===== config.mk =====
export PLATFORM = sky130hd
export DESIGN_NAME = fetch_sequencer
export DESIGN_NICKNAME = d
export VERILOG_FILES = /design/src/rtl/fetch_sequencer.sv
export SDC_FILE = /design/constraint.sdc
export NUM_CORES = 1
export LEC_CHECK = 0
export CAP_MARGIN = 20
export CORE_UTILIZATION = 48
export DETAILED_ROUTE_END_ITERATION = 10
export GPL_TIMING_DRIVEN = 0
export PLACE_DENSITY = 0.81
export SLEW_MARGIN = 20
export SYNTH_ARGS = -nofsm -noshare
export SYNTH_HDL_FRONTEND = slang
export SYNTH_SLANG_ARGS = --single-unit

===== constraint.sdc =====
create_clock -name clock -period 3.1 [get_ports clock]
set_clock_uncertainty 0.1 [all_clocks]
set_input_delay 0.62 -clock clock [delete_from_list [all_inputs] [get_ports clock]]
set_output_delay 0.62 -clock clock [all_outputs]
set_load 0.005 [all_outputs]

===== src/rtl/fetch_sequencer.sv =====
// Instruction fetch sequencer: IDLE/FETCH/EXEC control, program counter, IR and C/Z flags.
// Optional halt/halted handshake is compiled in when FETCH_HALT_EN is defined.
module fetch_sequencer (
    input  logic        clock,
    input  logic        reset,
    output logic        rom_req,
    output logic [11:0] rom_addr,
    input  logic        rom_ack,
    input  logic [15:0] rom_data,
    input  logic        alu_carry,
    input  logic        alu_zero,
    input  logic        ctrl_load_pc,
    input  logic        ctrl_load_flags,
    output logic [3:0]  opcode,
    output logic [3:0]  operand,
    output logic        carry,
    output logic        zero,
    output logic        phase,
`ifdef FETCH_HALT_EN
    input  logic        halt,
    output logic        halted,
`endif
    output logic [11:0] pc
);

    typedef enum logic [1:0] {
        IDLE  = 2'd0,
        FETCH = 2'd1,
        EXEC  = 2'd2
    } state_t;

    state_t      r_state;
    state_t      w_nextState;
    logic        w_halt;
    logic [11:0] r_pc;
    logic [15:0] r_ir;
    logic        r_carry;
    logic        r_zero;
    logic        r_phase;
    logic        r_romReq;

`ifdef FETCH_HALT_EN
    logic        r_halted;
    assign w_halt = halt;
    assign halted = r_halted;
`else
    assign w_halt = 1'b0;
`endif

    always_ff @(posedge clock or negedge reset) begin
        if (!reset) begin
            r_state <= IDLE;
        end else begin
            r_state <= w_nextState;
        end
    end

    // Halt is only honoured at instruction boundaries, so a started fetch always runs to EXEC.
    always_comb begin
        w_nextState = r_state;
        case (r_state)
            IDLE:    w_nextState = w_halt ? IDLE : FETCH;
            FETCH:   w_nextState = rom_ack ? EXEC : FETCH;
            EXEC:    w_nextState = w_halt ? IDLE : FETCH;
            default: w_nextState = IDLE;
        endcase
    end

    // rom_req and phase are registered from the next state so every decoder-facing output is a flop.
    always_ff @(posedge clock or negedge reset) begin
        if (!reset) begin
            r_pc     <= 12'h000;
            r_ir     <= 16'h0000;
            r_carry  <= 1'b0;
            r_zero   <= 1'b0;
            r_phase  <= 1'b0;
            r_romReq <= 1'b0;
        end else begin
            r_phase  <= (w_nextState == EXEC);
            r_romReq <= (w_nextState == FETCH);
            if (r_state == FETCH && rom_ack) begin
                r_ir <= rom_data;
                r_pc <= r_pc + 12'd1;
            end
            if (r_state == EXEC) begin
                if (ctrl_load_pc) begin
                    r_pc <= r_ir[11:0];
                end
                if (ctrl_load_flags) begin
                    r_carry <= alu_carry;
                    r_zero  <= alu_zero;
                end
            end
        end
    end

`ifdef FETCH_HALT_EN
    always_ff @(posedge clock or negedge reset) begin
        if (!reset) begin
            r_halted <= 1'b0;
        end else begin
            r_halted <= (w_nextState == IDLE);
        end
    end
`endif

    assign rom_req  = r_romReq;
    assign rom_addr = r_pc;
    assign pc       = r_pc;
    assign opcode   = r_ir[15:12];
    assign operand  = r_ir[3:0];
    assign carry    = r_carry;
    assign zero     = r_zero;
    assign phase    = r_phase;

endmodule


run_1/m2.png
The bar under the picture is 20 um long.
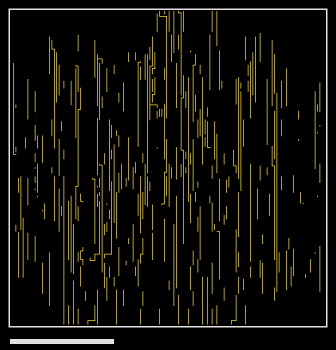
longest straight run: 38.1 um
share of all routed wire: 50%
main direction: vertical
wire length on this layer: 1570 um
vias: 1204
met2 usage: 32.65%
Routed WL: 3115 um

run_1/ff_map.png
The bar under the picture is 20 um long.
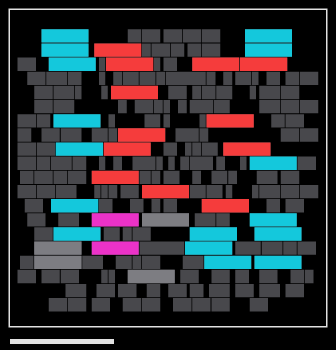
legend:
  `pc`:
    color: red
    sequential_cells: 12
  `r_ir`:
    color: cyan
    sequential_cells: 16
    where: spread over the die
  `r_state`:
    color: magenta
    sequential_cells: 2
flop share of the area: 36.25%
Sequential Power: 793 uW
Register Area: 850.8 sq um
final core utilization: 74.44%

run_1/congestion_map.png
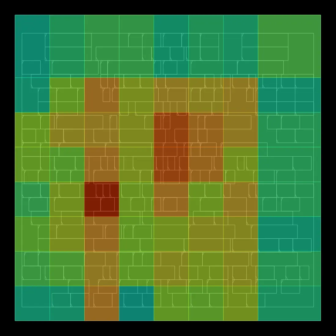
met1 usage: 22.10%
Global Route met3 Usage: 5.544%
most used routing layer: met2

run_1/gates.png
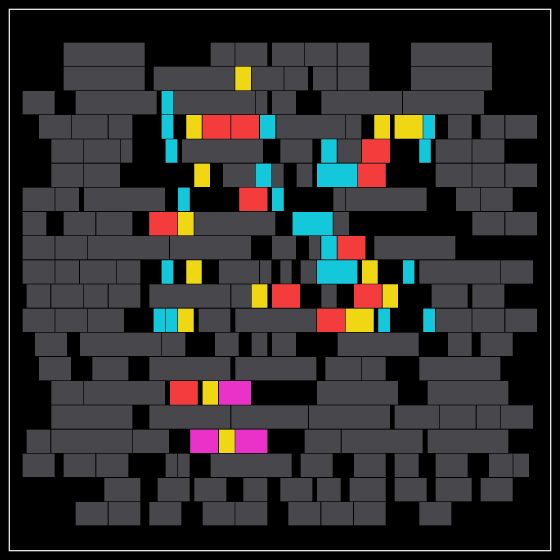
legend:
  nor cells:
    color: cyan
    cells: 20
  aoi and oai cells:
    color: yellow
    cells: 14
  and/or cells:
    color: magenta
    cells: 3
  xor and xnor cells:
    color: red
    cells: 11
Finished Layout Cells: 250
Commonest Layout Cell: clkdlybuf4s50_1

==> results.cfg, run 1 <==
; yosys + openroad results
[global_routing]
grt_usage_pct = 19.07
grt_pass1_vias = 1165
grt_pass1_wl_um = 4968

[critical_path]
worst-setup-path-type = flop to output pin
worstSetupStartpointType = flop
worst-path-buf-inv = 2
reg2reg_to = pc[10]
end_kind = output pin
worstPathCellList = buf_4 > clkdlybuf4s50_1

[synthesis]
top_area_cell = dfrtp_1
synth.area.top_cells = dfrtp_1 (51%), mux2_2 (12%), buf_4 (10%), xnor2_1 (4.8%), a21oi_1 (3.0%)
yosys-top-cells-count = dfrtp_1 (34), buf_4 (22), mux2_2 (18), nor2_1 (13), a21oi_1 (10)
ff_type = dfrtp_1
top_cell = dfrtp_1
async_flop_share_pct = 100.0
synth_flops = 34

[outcome]
status = finished, final reports clean

[finish]
area.growth.synth_to_final_pct = 41.69
finish.instance_area_sq_um = 2347

[floorplan]
fp-row-count = 20
core_area_sq_um = 3153

[detailed_routing]
routed.top_layer = met4
postRouteAntennaNets = 0
avgRoutedWirePerCell_um = 12.46
via_per_inst = 4.816

[final_timing]
slew_headroom_pct = 51.20
rsz0062_at_grt = no
layout_min_cycle_time_ns = 2.210
finalCritPeriodShare_pct = 71.29
max_freq_ghz = 0.4525

[placed_design]
place_area_sq_um = 2287
port_buffers = 58
dp_cells = 242
place_hpwl_um = 2349

[clock_network]
cts_buffer_depth = 2
htreeDepth = 2
## run 1: cells by family after synthesis
| group | after synthesis | synth area share [%] |
|---|---|---|
| compound gates | 14 | 4.683 |
| flops | 34 | 51.36 |
| xor+xnor | 11 | 5.816 |
| mux | 19 | 12.84 |
| fa+ha+maj | 1 | 0.7552 |
| simple gates | 35 | 13.52 |
| buf+inv | 26 | 11.03 |
## run 1: report_power, final
part | total [mW] | leakage (nW) | internal, mW | switching (mW)
Combinational | 0.933 | 0.549 | 0.666 | 0.267
Sequential | 0.793 | 0.395 | 0.602 | 0.190
Clock | 0.252 | 0.0353 | 0.110 | 0.142
Total | 1.98 | 0.979 | 1.38 | 0.600
## run 1: worst register-to-register path, stage by stage (launching register included)
cell     delay, ns
dfrtp_1       0.49
ha_1          0.21
nand2_1       0.12
nor4_2        0.29
xnor2_1       0.17
a21oi_2       0.07
## run 1: worst max path at each step
stage	endpoint	slack [ns]	cells after the start
2_1_floorplan	pc[11]	1.57	4
3_3_place_gp	r_ir[6]	0.68	1
3_5_place_dp	pc[11]	0.87	5
4_1_cts	rom_addr[4]	0.88	2
5_1_grt	rom_addr[4]	0.82	2
6_report	rom_addr[4]	0.89	2
## run 1: cell type report
| type | instances | area [sq um] |
|---|---|---|
| Buffer | 24 | 175.2 |
| Clock buffer | 7 | 55.05 |
| Clock inverter | 1 | 5.005 |
| Fill cell | 240 | 805.8 |
| Inverter | 2 | 7.507 |
| Multi-Input combinational cell | 80 | 623.1 |
| Sequential cell | 34 | 850.8 |
| Tap cell | 44 | 55.05 |
| Timing Repair Buffer | 58 | 575.6 |
## run 1: registers in the layout (all words and copies together), names as in the netlist
signal,cells
carry,1
pc,12
phase,1
r_ir,16
r_state,2
rom_req,1
zero,1
## run 1: placed cells by master, fill, tap and decap left out, drive strengths merged, types with 2 or more instances in the layout
cell	Yosys	final
nor2	13	13
mux2	18	18
clkdlybuf4s50	0	57
nand3	3	3
nor3	4	4
o21ai	2	2
nand2	6	6
nand4	2	2
dfrtp	34	34
xnor2	9	9
a21oi	12	12
and3b	2	2
buf	24	25
inv	2	2
nor4	3	3
xor2	2	2
clkbuf	0	7
## run 1: routing by layer
metal  global-route usage [%]  vias up
li1                         -      585
met1                    22.10      572
met2                    32.65       42
met3                    5.544        5
met4                    8.766        0
met5                        0        -
## run 1: stage by stage
stage / power [mW] / hold WS (ns)
final: 1.978 / 0.2355
after global routing: 2.116 / 0.2839
after CTS: 2.001 / 0.2430
after detailed placement: 1.745 / 0.3982
after global placement: 1.719 / 0.3880
after floorplan: 1.229 / 0.2244
==> run 1 -> run 2 <==
--- a/config.mk
+++ b/config.mk
@@ -6,10 +6,10 @@
 export NUM_CORES = 1
 export LEC_CHECK = 0
 export CAP_MARGIN = 20
-export CORE_UTILIZATION = 48
+export CORE_UTILIZATION = 44
 export DETAILED_ROUTE_END_ITERATION = 10
 export GPL_TIMING_DRIVEN = 0
-export PLACE_DENSITY = 0.81
+export PLACE_DENSITY = 0.75
 export SLEW_MARGIN = 20
 export SYNTH_ARGS = -nofsm -noshare
 export SYNTH_HDL_FRONTEND = slang
==> constraint.sdc (replaced) <==
create_clock -name clock -period 2.1 [get_ports clock]
set_clock_uncertainty 0.1 [all_clocks]
set_input_delay 0.42 -clock clock [delete_from_list [all_inputs] [get_ports clock]]
set_output_delay 0.42 -clock clock [all_outputs]
set_load 0.005 [all_outputs]
run_2/m3.png
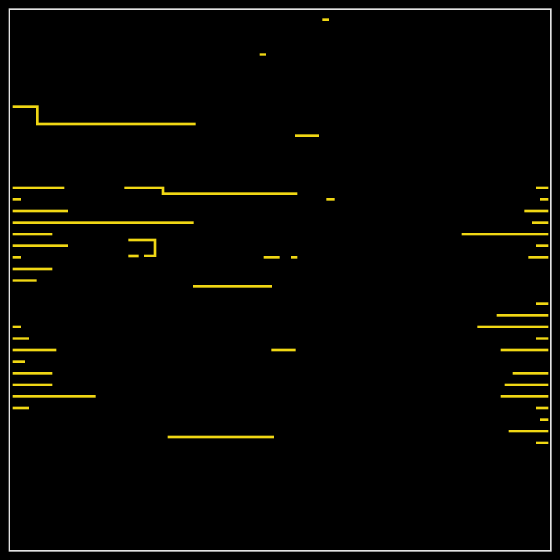
wire length on this layer: 222 um
nets with wire on the layer: 42
share of all routed wire: 6.5%
Global Route met3 Usage: 6.522%
vias: 1235
Routed WL: 3438 um

==> run 2 against run 1 <==
  * Routed wire length up 10%
  * Count of clock-buffer cells in the layout down 1
  * Non-clock buffer count up 2
  * Critical path depth unchanged
  * Clock power up 81%
  * Power up 53%
  * Final area up 2.3%
  * Sequential share of layout area down 0.83 points
  * Via count up 2.6%
  * Critical endpoint unchanged
  * Worst setup slack worse by 0.77 ns
  * Utilization down 5.2 points
==> results.cfg, run 2 <==
; yosys + openroad results
[synthesis]
ff_type = dfrtp_1
top_area_cell = dfrtp_1
synth_flops = 34
top_cell = dfrtp_1
synth.area.top_cells = dfrtp_1 (51%), mux2_2 (12%), buf_4 (10%), xnor2_1 (4.8%), a21oi_1 (3.0%)
yosys-top-cells-count = dfrtp_1 (34), buf_4 (22), mux2_2 (18), nor2_1 (13), a21oi_1 (10)

[critical_path]
end_kind = output pin
worstSetupStartpointType = flop

[clock_network]
htreeDepth = 2

[floorplan]
core_area_sq_um = 3468

[outcome]
status = finished, final reports clean

[finish]
largest_register = r_ir
area.growth.synth_to_final_pct = 45.01
final_layout_top_logic_cells = clkdlybuf4s50_1 (57), dfrtp_1 (34), buf_4 (22), mux2_2 (18), nor2_1 (13)

[detailed_routing]
via_per_inst = 4.901

[final_timing]
layout_min_cycle_time_ns = 1.979
hold_ws_ns = 0.3939

[placed_design]
place_hpwl_um = 2467

[global_routing]
grt_pass1_wl_um = 5871
grt_usage_pct = 19.53
run_2/m2.png
The bar under the picture is 20 um long.
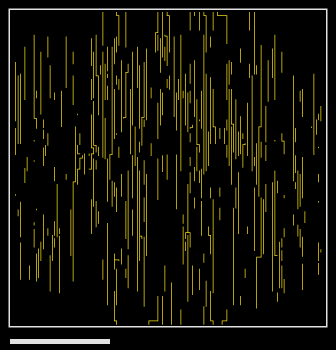
met2 usage: 32.85%

-- run 2: what timing repair did --
action                                 4_1_cts  5_1_grt
hold buffers                                 1        0
setup endpoints to repair                    0        0
endpoints found under the hold margin        3        0
-- run 2: worst max-delay path by stage --
stage | start | end | slack, ns | cells past startpoint
final | pc[4] | rom_addr[4] | 0.12 | 2
after global routing | pc[4] | rom_addr[4] | 0.07 | 2
after CTS | pc[4] | rom_addr[4] | 0.10 | 2
after detailed placement | rom_ack | pc[11] | 0.05 | 5
after global placement | reset | r_ir[3] | -0.15 | 1
after floorplan | pc[0] | pc[10] | 0.67 | 5
-- run 2: cells by family (layout without fill, tap and decap cells) --
| group | after synthesis | after routing | synth area share (%) |
|---|---|---|---|
| AOI/OAI and AO/OA | 14 | 14 | 4.683 |
| xor gates and xnor gates | 11 | 11 | 5.816 |
| adders and majority gates | 1 | 1 | 0.7552 |
| buffers and inverters | 26 | 92 | 11.03 |
| DFF | 34 | 34 | 51.36 |
| muxes | 19 | 19 | 12.84 |
| and+or+nand+nor | 35 | 35 | 13.52 |
-- run 2: per-layer routing --
metal	routed length, um	vias up
li1	-	587
met1	1338	587
met2	1790	50
met3	221	11
met4	88	0
met5	0	-
-- run 2: report_power, final --
| part | internal [mW] | total (mW) | switching [mW] |
|---|---|---|---|
| clock network | 0.252 | 0.457 | 0.204 |
| registers | 0.892 | 1.17 | 0.280 |
| logic | 0.989 | 1.40 | 0.416 |
| total | 2.13 | 3.03 | 0.901 |
-- run 2: final cells by class --
cell class                      count  area [sq um]
Fill cell                         283          1066
Buffer                             24         175.2
Clock buffer                        6         82.58
Sequential cell                    34         850.8
Timing Repair Buffer               60         605.6
Inverter                            2         7.507
Tap cell                           46         57.56
Multi-Input combinational cell     80         623.1
-- run 2: per-stage QoR --
stage | worst slack [ns] | cell area, sq um | cells
5_1_grt | 0.06881 | 2402 | 252
6_report | 0.1213 | 2402 | 252
3_5_place_dp | 0.04927 | 2310 | 245
3_3_place_gp | -0.1460 | 2295 | 244
4_1_cts | 0.1008 | 2402 | 252
2_1_floorplan | 0.6741 | 1657 | 140
-- run 2: worst max-delay path, cell delays in order, from the launching register on --
cell	delay (ns)
dfrtp_1	0.51
buf_4	0.17
clkdlybuf4s50_1	0.51
Power is estimated from default activity; no workload was simulated.
